===== config.mk =====
export PLATFORM = sky130hd
export DESIGN_NAME = clock_reset_sequencer
export DESIGN_NICKNAME = d
export VERILOG_FILES = /design/src/rtl/clock_reset_sequencer.sv
export SDC_FILE = /design/constraint.sdc
export NUM_CORES = 1
export LEC_CHECK = 0
export CAP_MARGIN = 0
export CORE_ASPECT_RATIO = 0.9
export CORE_MARGIN = 4
export CORE_UTILIZATION = 26
export CTS_BUF_LIST = sky130_fd_sc_hd__clkbuf_16
export DETAILED_ROUTE_END_ITERATION = 6
export PLACE_DENSITY = 0.44
export SETUP_SLACK_MARGIN = 0.1
export SLEW_MARGIN = 20
export SYNTH_ARGS = -nofsm -noshare
export SYNTH_HDL_FRONTEND = slang
export SYNTH_SLANG_ARGS = --single-unit

===== constraint.sdc =====
create_clock -name clock -period 3.15 [get_ports clock]
set_input_delay 0.7875 -clock clock [delete_from_list [all_inputs] [get_ports clock]]
set_output_delay 0.7875 -clock clock [all_outputs]
set_load 0.01 [all_outputs]

===== src/rtl/clock_reset_sequencer.sv =====
// Staggered per-channel reset release with per-channel divided clock-enable pulses.
// One shared sequence counter drives the ASSERT -> RELEASE -> RUN progression.
module clock_reset_sequencer #(
  parameter int unsigned NUM_CH         = 4,
  parameter int unsigned HOLD_CYCLES    = 4,
  parameter int unsigned STAGGER_CYCLES = 2,
  parameter int unsigned DIV_W          = 8
) (
  input  logic                    clock,
  input  logic                    reset,
  input  logic                    sw_rst_req,
  input  logic [NUM_CH*DIV_W-1:0] div_ratio,
  output logic [NUM_CH-1:0]       rst_n,
  output logic [NUM_CH-1:0]       clk_en,
  output logic                    seq_busy,
  output logic                    seq_done
);

  localparam int unsigned LAST_EDGE = HOLD_CYCLES + (NUM_CH - 1) * STAGGER_CYCLES;
  localparam int unsigned CNT_W     = $clog2(LAST_EDGE + 1);

  typedef enum logic [1:0] {
    ASSERT  = 2'd0,
    RELEASE = 2'd1,
    RUN     = 2'd2
  } state_t;

  state_t           state;
  logic [CNT_W-1:0] seq_cnt;
  logic [CNT_W-1:0] cnt_nxt;
  logic             restart;

  // Hardware reset and a software request both restart the sequence at this edge.
  assign restart = reset | sw_rst_req;
  assign cnt_nxt = seq_cnt + CNT_W'(1);

  always_ff @(posedge clock) begin
    if (restart) begin
      state    <= ASSERT;
      seq_cnt  <= '0;
      rst_n    <= '0;
      seq_busy <= 1'b1;
      seq_done <= 1'b0;
    end else begin
      seq_done <= 1'b0;
      case (state)
        ASSERT, RELEASE: begin
          seq_cnt <= cnt_nxt;
          for (int unsigned k = 0; k < NUM_CH; k++) begin
            if (cnt_nxt == CNT_W'(HOLD_CYCLES + k * STAGGER_CYCLES)) rst_n[k] <= 1'b1;
          end
          if (cnt_nxt == CNT_W'(LAST_EDGE)) begin
            state    <= RUN;
            seq_busy <= 1'b0;
            seq_done <= 1'b1;
          end else if (cnt_nxt == CNT_W'(HOLD_CYCLES)) begin
            state <= RELEASE;
          end
        end
        default: ;
      endcase
    end
  end

  // Per-channel divider: counts only once its channel was already out of reset.
  for (genvar k = 0; k < NUM_CH; k++) begin : g_div
    logic [DIV_W-1:0] ratio;
    logic [DIV_W-1:0] limit;
    logic [DIV_W-1:0] cnt;
    logic             en;

    assign ratio     = div_ratio[k*DIV_W +: DIV_W];
    // A ratio of 0 behaves as 1; >= compare absorbs a ratio shrinking mid-count.
    assign limit     = (ratio == '0) ? '0 : ratio - DIV_W'(1);
    assign clk_en[k] = en;

    always_ff @(posedge clock) begin
      if (restart || !rst_n[k]) begin
        cnt <= '0;
        en  <= 1'b0;
      end else if (cnt >= limit) begin
        cnt <= '0;
        en  <= 1'b1;
      end else begin
        cnt <= cnt + DIV_W'(1);
        en  <= 1'b0;
      end
    end
  end

endmodule


==> flow_metrics.rpt <==
==== FLOW RESULTS ====
----------------------------------------------------
[Timing]
  Fin. Hold Viols ........................ 0
  Number of pins with negative max-slew slack in the final report ........................ 0
  Share of the cycle needed by the critical path after routing ........................ 93.5%
  Total negative slack for setup checks ........................ 0 ps
  RSZ-0062 raised after global routing ........................ false
  Final critical delay including setup and external delays ........................ 2950 ps
  Maximum achievable frequency ........................ 339 MHz
  Worst Slack Setup Final ........................ 204 ps
  Transition time of the tightest slew-check pin ........................ 491 ps
  Worst-case headroom to the max-slew limit ........................ 67.2%
  Count of final setup violators ........................ 0

[Power and ir drop]
  Total power divided by cell area ........................ 280 nW/um^2
  Total net switching power ........................ 301 uW
  Share of total power in combinational logic ........................ 16.6%
  Sw Share ........................ 23.1%
  Internal power ........................ 1000 uW
  Leak pwr ........................ 0.00194 uW
  Worst ir drop on vdd ........................ 0.000175 V
  Reg power frac ........................ 45.9%

[Global route]
  Largest net degree at the start of global routing ........................ 14
  Antenna violations before repair ........................ 0
  Total gr overflow ........................ 0
  Via count of the first global-routing pass ........................ 2,830
  Global-route wire length before repair ........................ 12.7 mm

[Synthesis]
  Cell count after synthesis ........................ 373
  Unique cell types ........................ 41
  Post-Syn Area per Cell ........................ 8.80 sq um
  Top-area cell share ........................ 28.7%
  Flops & latches, synth ........................ 47
  Cell count in the Yosys report ........................ 373
  Number of enable flip-flop cells ........................ 0
  Main flop type after synthesis ........................ dfxtp_1
  Total cell area reported by yosys after synthesis ........................ 3280 sq um
  Post-synthesis cell type with the largest combined area ........................ dfxtp_1
  Sequential area share after synthesis ........................ 28.7%
  Main area contributors after synthesis ........................ dfxtp_1 29%, ha_1 16%, xor2_1 7.5%
  Syn. warnings ........................ 0
  Net count after synthesis ........................ 451
  Fraction of registers with async set or reset after synthesis ........................ 0%
  Netlist area before placement ........................ 3280 sq um

[Placement]
  Detailed-placement wirelength estimate ........................ 5.60 mm
  Final RePlAce weighted congestion ........................ 0.761
  Number of cells after detailed placement ........................ 604
  Port Buf Inserts ........................ 44
  Placed standard-cell area ........................ 4150 sq um
  Placement-stage worst setup slack ........................ -486 ps

[Final layout]
  Final design utilization ........................ 38.0%
  Proportion of layout cells with a drive suffix above 1 ........................ 25.0%
  Area Growth Syn to Fin ........................ 41.4%
  Post-route cell area ........................ 4640 sq um
  Net count reported at finish ........................ 541
  Number of antenna diodes ........................ 0
  Fillcell total ........................ 1,210
  Top Layout Cells ........................ 47 x dfxtp_1, 41 x buf_4, 36 x ha_1, 30 x clkdlybuf4s50_1
  Highest-count logic cell in the final layout ........................ dfxtp_1
  Final standard cell count with taps included and fillers excluded ........................ 624

[Route]
  DRC Markers ........................ 0
  Routed length per placed instance ........................ 11.6 microns
  Pre-antenna DRT Iters ........................ 4
  Drt initial violations ........................ 66
  Antenna violation net count after detailed routing ........................ 0
  Number of vias per cell ........................ 4.52

[Worst setup path]
  Data arrival, critical path ........................ 3110 ps
  Critical path class ........................ primary input to register
  CP Cell Sequence ........................ dlygate4sd2_1 -> inv_1 -> ha_2 -> nor2b_4 -> nand3b_1 -> or3_4 -> o21ai_2 -> ha_1 -> or3_4 -> a21oi_4 -> o31ai_4 -> nor2b_1
  Critical path's slowest cell ........................ or3_4
  Crit path max fanout ........................ 5
  Startpoint class of the critical path ........................ primary input
  Max stage delay on crit path ........................ 400 ps
  Crit end category ........................ register
  Top cell by count, worst path ........................ or3_4
  Endpoint required time on the critical path ........................ 3310 ps

[Floorplan]
  Fp_density ........................ 26.9%
  Ports ........................ 45
  CORE AREA ........................ 12,200 sq um
  Vertical die dimension ........................ 115 microns
  Die Size ........................ 14,500 sq um
  Die W ........................ 126 microns
  Row count ........................ 38

[Clock network]
  Clock root buffer ........................ clkbuf_16
  CTS buffer count ........................ 5
  Total number of clock tree sinks ........................ 47
  H-tree levels ........................ 2
  Clock-pin slew on the worst setup and hold paths ........................ 60 ps
  Number of hold buffers added after CTS ........................ 0
  TritonCTS clock tree ........................ built
  Number of buffers between clock root and the deepest sink ........................ 2

[Status]
  Result of the run ........................ finished, final reports clean

[Job]
  Maximum Capacitance Violations ........................ 0
  Count of warning messages emitted by the tools ........................ 29

[Min path]
  Kind of path behind the tightest hold check ........................ register to register

----------------------------------------------------
[kinds of logic after synthesis]
family	synth area share (%)
xor+xnor	10.7
buf+inv	2.78
simple gates	30.3
compound gates	9.38
fa+ha+maj	16.4
flops	28.7
mux	1.83
[per-layer routing]
metal	part of all wire, %	vias to the layer above	track usage, %	wire, microns
met1	48	1289	13.8	3500
li1	-	1504	-	-
met3	3.5	2	2.66	250
met5	0	-	0	0
met4	0.36	0	1.50	26
met2	48	24	16.9	3470
[sequential cells by signal, summed over array words and instances (netlist names)]
name	cells
g_div.cnt	32
g_div.en	4
rst_n	4
seq_busy	1
seq_cnt	4
seq_done	1
state	1
[final cells by class]
| type | instances | area [sq um] | share of cell area [%] |
|---|---|---|---|
| Tap cell | 160 | 200 | 4.31 |
| Clock inverter | 3 | 11.3 | 0.243 |
| Inverter | 13 | 48.8 | 1.05 |
| Sequential cell | 47 | 941 | 20.3 |
| Timing Repair Buffer | 89 | 823 | 17.7 |
| Multi-Input combinational cell | 307 | 2490 | 53.7 |
| Clock buffer | 5 | 125 | 2.70 |
[cells in the mapped netlist (6+ instances only)]
| master | instances |
|---|---|
| a21oi_1 | 16 |
| and3_1 | 7 |
| dfxtp_1 | 47 |
| ha_1 | 43 |
| inv_1 | 13 |
| mux2i_1 | 6 |
| nand2_1 | 29 |
| nand2b_1 | 9 |
| nand3_1 | 28 |
| nor2_1 | 22 |
| nor2b_1 | 15 |
| nor3_1 | 23 |
| nor3_2 | 14 |
| or3_1 | 8 |
| xnor2_1 | 12 |
| xor2_1 | 28 |
[power groups by stage]
stage	logic, uW	registers [uW]	clock network, uW
6_report	217	597	487
5_1_grt	243	597	535
4_1_cts	210	597	512
3_5_place_dp	192	611	0
3_3_place_gp	189	611	0
2_1_floorplan	91.6	610	0
[timing repair]
action	in CTS	in global routing
resized	35	37
setup buffers	8	2
endpoints found under the setup margin	27	34
pin swaps	17	18
cloned	2	0
[critical path: cells and delay by family]
family | cells | cell delay [ps]
and+or+nand+nor | 5 | 1170
AOI/OAI and AO/OA | 3 | 420
adders and majority gates | 2 | 410
buffers and inverters | 2 | 320
[worst paths after layout]
kind,from,end,slack (ps),cells past startpoint
worst max-delay path,div_ratio[8],g_div[1].en,200,12
worst min-delay path,rst_n[2],g_div[2].cnt[1],460,2
worst max register to register,g_div[2].cnt[2],g_div[2].en,1270,7
worst min register to register,rst_n[2],g_div[2].cnt[1],460,2
[metrics by stage]
stage	hold slack (ps)	power, uW
floorplan	473	702
global placement	455	799
detailed placement	454	802
CTS	463	1320
global route	494	1370
finish	462	1300
metal_density.png
The bar under the picture is 50 microns long. The die is cut into 25 by 23 equal tiles; white is low, dark blue is high, scaled to the fullest tile. Values are wire area over tile area, all layers added.
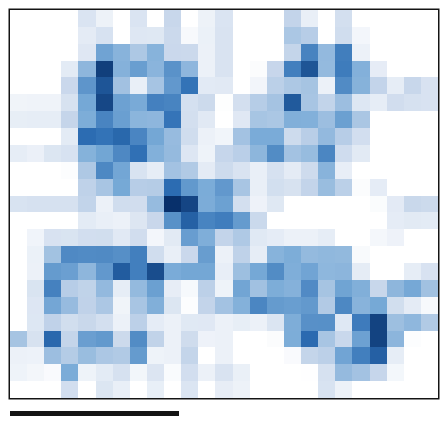
16% of the tiles are over half the peak. The mean over all tiles is 0.076. The emptiest ninth of the die: east. The fullest tile reaches 0.32. The densest ninth of the die: center. 26% of the tiles are nearly empty.
Detailed Route WL: 7.24 mm
Via Count: 2,819
global router's overall resource usage: 10.2%

layer_met3.png
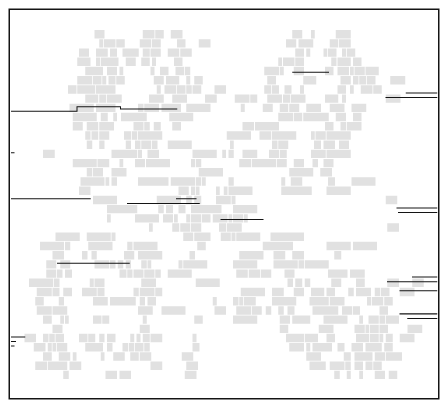
18 nets have wire on it. The wires run mostly horizontal. The layer holds 3.5% of the routed length. The layer carries 250 microns of wire.
grt met3 use: 2.66%

detail.png
Region (43, 37) to (83, 77) microns. Cells in gray, sequential cells in the stronger gray; small squares are vias.
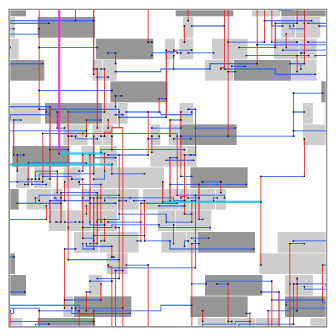
Red shows metal 2. Magenta shows metal 4. Blue shows metal 1. Cyan shows metal 3.
67 logic cells have their middle in the window. Netlist names of flops here include `g_div.cnt` (6), `rst_n` (3), `seq_cnt` (3). Most frequent: dfxtp_1 (14), nor2_1 (8), nand2_1 (6). Sequential cells in the window: 14.

clk_routes.png
The bar under the picture is 50 microns long.
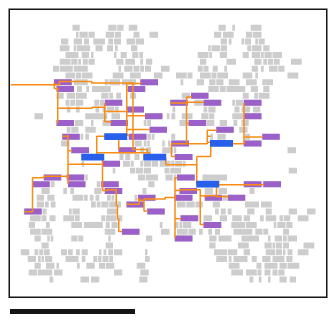
Purple shows flip-flops, count 47. Blue shows clock drivers, count 5. Orange shows clock wires, length 604 microns.
There are 6 routed clock nets.
final worst clock skew: 3.50 ps
Power Clock: 487 uW
worst skew pair latency: 280 ps
clock network power share: 37.4%

Power and IR drop assume default switching activity.
